[src/rtl/uart_rx_pkg.sv]
// Shared definitions for the UART receive controller.
//   - state_t          : 3-bit encoding of the frame-sequencing FSM
//   - PRESC_*          : legal oversampling ratios and the fallback ratio
//   - DATA_WIDTH_DEF   : default number of data bits per frame
//   - legal_prescale() : maps an arbitrary ratio onto the legal set
package uart_rx_pkg;

    typedef enum logic [2:0] {
        ST_IDLE   = 3'd0,
        ST_START  = 3'd1,
        ST_DATA   = 3'd2,
        ST_PARITY = 3'd3,
        ST_STOP   = 3'd4
    } state_t;

    localparam int PRESC_8        = 8;
    localparam int PRESC_16       = 16;
    localparam int PRESC_32       = 32;
    localparam int PRESC_DEFAULT  = PRESC_8;
    localparam int DATA_WIDTH_DEF = 8;

    // Any ratio outside {8,16,32} falls back to the default so the
    // edge counter always has a sane wrap point.
    function automatic int legal_prescale(input int p);
        int result;
        case (p)
            PRESC_8, PRESC_16, PRESC_32: result = p;
            default:                     result = PRESC_DEFAULT;
        endcase
        return result;
    endfunction

endpackage

[src/rtl/uart_rx_edge_bit_counter.sv]
// Oversampling edge counter and frame bit counter.
// Ports:
//   clk, rst_n : clock, asynchronous active-low reset
//   enable     : count while high; both counters are held at 0 while low
//   prescale   : latched oversampling ratio P (wrap point of edge_cnt)
//   edge_cnt   : edge within the current bit, 0..P-1
//   bit_cnt    : frame bit index, increments on every edge_cnt wrap
//   bit_end    : edge_cnt == P-1 (last oversampling edge of a bit)
//   pre_end    : edge_cnt == P-2 (one cycle before bit_end)
module edge_bit_counter
    import uart_rx_pkg::*;
#(
    parameter int PRESC_WIDTH = 6
) (
    input  logic                   clk,
    input  logic                   rst_n,
    input  logic                   enable,
    input  logic [PRESC_WIDTH-1:0] prescale,
    output logic [PRESC_WIDTH-1:0] edge_cnt,
    output logic [3:0]             bit_cnt,
    output logic                   bit_end,
    output logic                   pre_end
);

    logic [PRESC_WIDTH-1:0] edge_cnt_r;
    logic [3:0]             bit_cnt_r;
    logic [PRESC_WIDTH-1:0] edge_last_s;
    logic [PRESC_WIDTH-1:0] edge_prelast_s;

    // Wrap points derived from the latched ratio.
    always_comb begin
        edge_last_s    = prescale - {{(PRESC_WIDTH-1){1'b0}}, 1'b1};
        edge_prelast_s = prescale - {{(PRESC_WIDTH-2){1'b0}}, 2'd2};
        bit_end        = (edge_cnt_r == edge_last_s);
        pre_end        = (edge_cnt_r == edge_prelast_s);
    end

    // Edge/bit counting; disabled means cleared so a new frame starts at 0.
    always_ff @(posedge clk or negedge rst_n) begin
        if (!rst_n) begin
            edge_cnt_r <= {PRESC_WIDTH{1'b0}};
            bit_cnt_r  <= 4'd0;
        end else if (!enable) begin
            edge_cnt_r <= {PRESC_WIDTH{1'b0}};
            bit_cnt_r  <= 4'd0;
        end else if (bit_end) begin
            edge_cnt_r <= {PRESC_WIDTH{1'b0}};
            bit_cnt_r  <= bit_cnt_r + 4'd1;
        end else begin
            edge_cnt_r <= edge_cnt_r + {{(PRESC_WIDTH-1){1'b0}}, 1'b1};
            bit_cnt_r  <= bit_cnt_r;
        end
    end

    assign edge_cnt = edge_cnt_r;
    assign bit_cnt  = bit_cnt_r;

endmodule

[src/rtl/uart_rx_ctrl.sv]
// Frame-sequencing controller of the UART receiver.
// Walks each frame through START, DATA, optional PARITY and STOP, drives
// the checker/sampler enables and reports the frame outcome with a
// one-cycle data_valid, par_err_flag or stp_err_flag pulse in the first
// IDLE cycle after the stop bit.
// Ports:
//   clk, rst_n        : oversampling clock, asynchronous active-low reset
//   RX_IN             : serial line (idle high)
//   PAR_EN, Prescale  : frame format, latched when a start bit is seen
//   strt_glitch, par_err, stp_err : checker results
//   dat_samp_en, deser_en, strt_chk_en, par_chk_en, stp_chk_en : enables
//   edge_cnt, bit_cnt : position within the frame
//   data_valid, par_err_flag, stp_err_flag : frame outcome pulses
module uart_rx_ctrl
    import uart_rx_pkg::*;
#(
    parameter int DATA_WIDTH  = DATA_WIDTH_DEF,
    parameter int PRESC_WIDTH = 6
) (
    input  logic                   clk,
    input  logic                   rst_n,
    input  logic                   RX_IN,
    input  logic                   PAR_EN,
    input  logic [PRESC_WIDTH-1:0] Prescale,
    input  logic                   strt_glitch,
    input  logic                   par_err,
    input  logic                   stp_err,
    output logic                   dat_samp_en,
    output logic                   deser_en,
    output logic                   strt_chk_en,
    output logic                   par_chk_en,
    output logic                   stp_chk_en,
    output logic [PRESC_WIDTH-1:0] edge_cnt,
    output logic [3:0]             bit_cnt,
    output logic                   data_valid,
    output logic                   par_err_flag,
    output logic                   stp_err_flag
);

    state_t                 state_r;
    state_t                 next_state_s;
    logic [PRESC_WIDTH-1:0] presc_r;
    logic [PRESC_WIDTH-1:0] presc_legal_s;
    logic                   par_en_r;
    logic                   par_err_r;
    logic                   cnt_en_s;
    logic                   bit_end_s;
    logic                   pre_end_s;
    logic                   frame_start_s;
    logic                   frame_done_s;
    logic                   last_data_s;

    logic dat_samp_en_r, deser_en_r, strt_chk_en_r, par_chk_en_r, stp_chk_en_r;
    logic data_valid_r, par_err_flag_r, stp_err_flag_r;

    // Counters run only while the frame stays active; leaving or entering
    // IDLE clears them, which also gives edge_cnt=0 on START entry.
    assign cnt_en_s = (state_r != ST_IDLE) && (next_state_s != ST_IDLE);

    edge_bit_counter #(
        .PRESC_WIDTH (PRESC_WIDTH)
    ) u_counter (
        .clk      (clk),
        .rst_n    (rst_n),
        .enable   (cnt_en_s),
        .prescale (presc_r),
        .edge_cnt (edge_cnt),
        .bit_cnt  (bit_cnt),
        .bit_end  (bit_end_s),
        .pre_end  (pre_end_s)
    );

    // Frame event decode and ratio sanitising.
    always_comb begin
        presc_legal_s = PRESC_WIDTH'(legal_prescale(int'(Prescale)));
        frame_start_s = (state_r == ST_IDLE) && (next_state_s == ST_START);
        frame_done_s  = (state_r == ST_STOP) && bit_end_s;
        last_data_s   = (bit_cnt == 4'(DATA_WIDTH));
    end

    // State register.
    always_ff @(posedge clk or negedge rst_n) begin
        if (!rst_n) begin
            state_r <= ST_IDLE;
        end else begin
            state_r <= next_state_s;
        end
    end

    // Next-state logic; every transition out of a bit happens at its last edge.
    always_comb begin
        next_state_s = state_r;
        case (state_r)
            ST_IDLE: begin
                if (!RX_IN) next_state_s = ST_START;
                else        next_state_s = ST_IDLE;
            end
            ST_START: begin
                if (bit_end_s) next_state_s = strt_glitch ? ST_IDLE : ST_DATA;
                else           next_state_s = ST_START;
            end
            ST_DATA: begin
                // bit_cnt is 1..DATA_WIDTH while in DATA (START is bit 0).
                if (bit_end_s && last_data_s) next_state_s = par_en_r ? ST_PARITY : ST_STOP;
                else                          next_state_s = ST_DATA;
            end
            ST_PARITY: begin
                if (bit_end_s) next_state_s = ST_STOP;
                else           next_state_s = ST_PARITY;
            end
            ST_STOP: begin
                if (bit_end_s) next_state_s = ST_IDLE;
                else           next_state_s = ST_STOP;
            end
            default: next_state_s = ST_IDLE;
        endcase
    end

    // Frame format is captured once per frame so mid-frame changes are ignored.
    always_ff @(posedge clk or negedge rst_n) begin
        if (!rst_n) begin
            presc_r  <= PRESC_WIDTH'(PRESC_DEFAULT);
            par_en_r <= 1'b0;
        end else if (frame_start_s) begin
            presc_r  <= presc_legal_s;
            par_en_r <= PAR_EN;
        end else begin
            presc_r  <= presc_r;
            par_en_r <= par_en_r;
        end
    end

    // Per-frame parity error memory; the frame still runs to its stop bit.
    always_ff @(posedge clk or negedge rst_n) begin
        if (!rst_n) begin
            par_err_r <= 1'b0;
        end else if (frame_start_s) begin
            par_err_r <= 1'b0;
        end else if ((state_r == ST_PARITY) && bit_end_s) begin
            par_err_r <= par_err;
        end else begin
            par_err_r <= par_err_r;
        end
    end

    // Registered enables, aligned with the state they belong to. deser_en
    // is loaded one edge early so it lands exactly on each data bit end.
    always_ff @(posedge clk or negedge rst_n) begin
        if (!rst_n) begin
            dat_samp_en_r <= 1'b0;
            deser_en_r    <= 1'b0;
            strt_chk_en_r <= 1'b0;
            par_chk_en_r  <= 1'b0;
            stp_chk_en_r  <= 1'b0;
        end else begin
            dat_samp_en_r <= (next_state_s != ST_IDLE);
            deser_en_r    <= (state_r == ST_DATA) && pre_end_s;
            strt_chk_en_r <= (next_state_s == ST_START);
            par_chk_en_r  <= (next_state_s == ST_PARITY);
            stp_chk_en_r  <= (next_state_s == ST_STOP);
        end
    end

    // Outcome pulses; parity error has priority over a framing error.
    always_ff @(posedge clk or negedge rst_n) begin
        if (!rst_n) begin
            data_valid_r   <= 1'b0;
            par_err_flag_r <= 1'b0;
            stp_err_flag_r <= 1'b0;
        end else if (frame_done_s) begin
            data_valid_r   <= !par_err_r && !stp_err;
            par_err_flag_r <= par_err_r;
            stp_err_flag_r <= !par_err_r && stp_err;
        end else begin
            data_valid_r   <= 1'b0;
            par_err_flag_r <= 1'b0;
            stp_err_flag_r <= 1'b0;
        end
    end

    assign dat_samp_en  = dat_samp_en_r;
    assign deser_en     = deser_en_r;
    assign strt_chk_en  = strt_chk_en_r;
    assign par_chk_en   = par_chk_en_r;
    assign stp_chk_en   = stp_chk_en_r;
    assign data_valid   = data_valid_r;
    assign par_err_flag = par_err_flag_r;
    assign stp_err_flag = stp_err_flag_r;

endmodule

[config.mk]
export PLATFORM = sky130hd
export DESIGN_NAME = uart_rx_ctrl
export DESIGN_NICKNAME = d
export VERILOG_FILES = /design/src/rtl/uart_rx_pkg.sv /design/src/rtl/uart_rx_edge_bit_counter.sv /design/src/rtl/uart_rx_ctrl.sv
export SDC_FILE = /design/constraint.sdc
export NUM_CORES = 1
export LEC_CHECK = 0
export CAP_MARGIN = 20
export CORE_UTILIZATION = 52
export CTS_CLUSTER_SIZE = 10
export DETAILED_ROUTE_END_ITERATION = 10
export GPL_ROUTABILITY_DRIVEN = 0
export PLACE_DENSITY = 0.82
export SLEW_MARGIN = 15
export SYNTH_ARGS = -nofsm -noshare
export SYNTH_HDL_FRONTEND = slang
export SYNTH_SLANG_ARGS = --single-unit
[constraint.sdc]
create_clock -name clk -period 2.85 [get_ports clk]
set_input_delay 0.57 -clock clk [delete_from_list [all_inputs] [get_ports clk]]
set_output_delay 0.57 -clock clk [all_outputs]
set_load 0.01 [all_outputs]
==> results.py <==
# Physical implementation metrics
metrics = {
    "cts": {
        "cts_hold_buf": 0,
        "cts_resized": 0,
    },
    "finish": {
        "final_core_util": 0.695,
        "multi_input_comb_cells": 119,
        "seq_share": 0.343,
        "areaGrowthSynthToFinish_pct": 26.3,
        "mi_logic_area_um2": 848,
        "seq_area_um2": 727,
        "fillers": 246,
    },
    "routing": {
        "vias": 1413,
        "drt_iter0_markers": 53,
        "drc": 0,
        "dr.max_layer_used": "met4",
        "routedWlPerCell_um": 15.0,
    },
    "sta": {
        "fin_tns_setup_ps": 0,
        "min_period_ps": 2700,
        "relSlewSlack": 0.602,
        "rsz0062_at_grt": "no",
        "final_max_slew_viol_count": 0,
    },
    "power_and_ir_drop": {
        "switching_share": 0.383,
        "p_clk_frac": 0.208,
        "max-vdd-ir-drop_mv": 0.461,
    },
    "critical_path": {
        "slowest_delay_ps": 450,
        "r2r_cells": 8,
        "critPathSlowestCell": "a311o_4",
        "worstPathMaxFanout": 11,
        "required_ps": 3080,
        "cp_cell_sequence": "inv_1 > ha_2 > nor3b_4 > a21oi_1 > o221a_2 > and2_4 > a311o_4 > a2111oi_2",
        "arrival_ps": 2930,
    },
    "logic_synthesis": {
        "yosysTopAreaCell": "dfrtp_1",
        "compound_area_frac": 0.187,
        "synth_nets": 188,
        "yosys_warnings": 0,
        "synth.distinct_cells": 39,
        "synthCells": 169,
        "area_leaders": "dfrtp_1 (42%), ha_1 (4.5%), xor2_1 (4.2%)",
        "yosys.area_share.xor_xnor": 0.0879,
        "syn_avg_cell_area_um2": 9.94,
    },
    "global_routing": {
        "grt_max_degree": 30,
        "grt_pass1_wl_um": 6250,
    },
    "placed_design": {
        "dp.cells": 239,
        "hpwl_um": 2720,
        "port_buffers": 30,
        "post_dp_cell_area_um2": 2000,
    },
    "flow_run": {
        "tool_warnings": 28,
    },
    "outcome": {
        "outcome": "finished clean",
    },
    "floorplan": {
        "row_count": 20,
    },
}
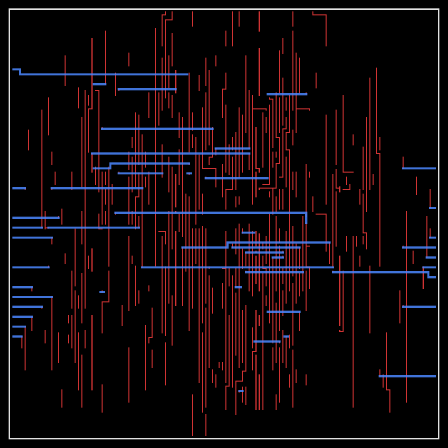
Fig. 1. Wiring by layer.
Only two layers are drawn.
- metal 2: red (wire length 1,770 um)
- metal 3: blue (wire length 322 um)

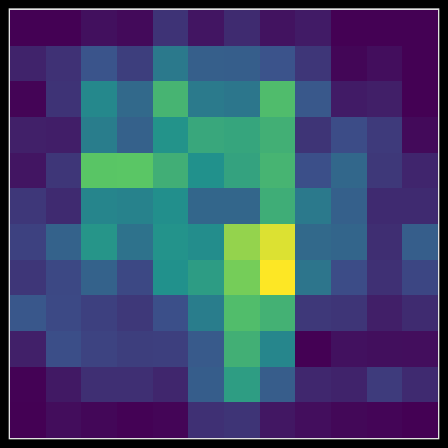
Fig. 2. Signal metal coverage by tile.
12 x 12 tiles, from dark purple (low) to yellow (high), scaled to the fullest tile. Values are wire area over tile area, all layers added.
- nearly empty tiles: 12%
- mean over tiles: 0.18
- fullest tile: 0.70
- densest ninth of the die: middle
- tiles over half the peak: 17%

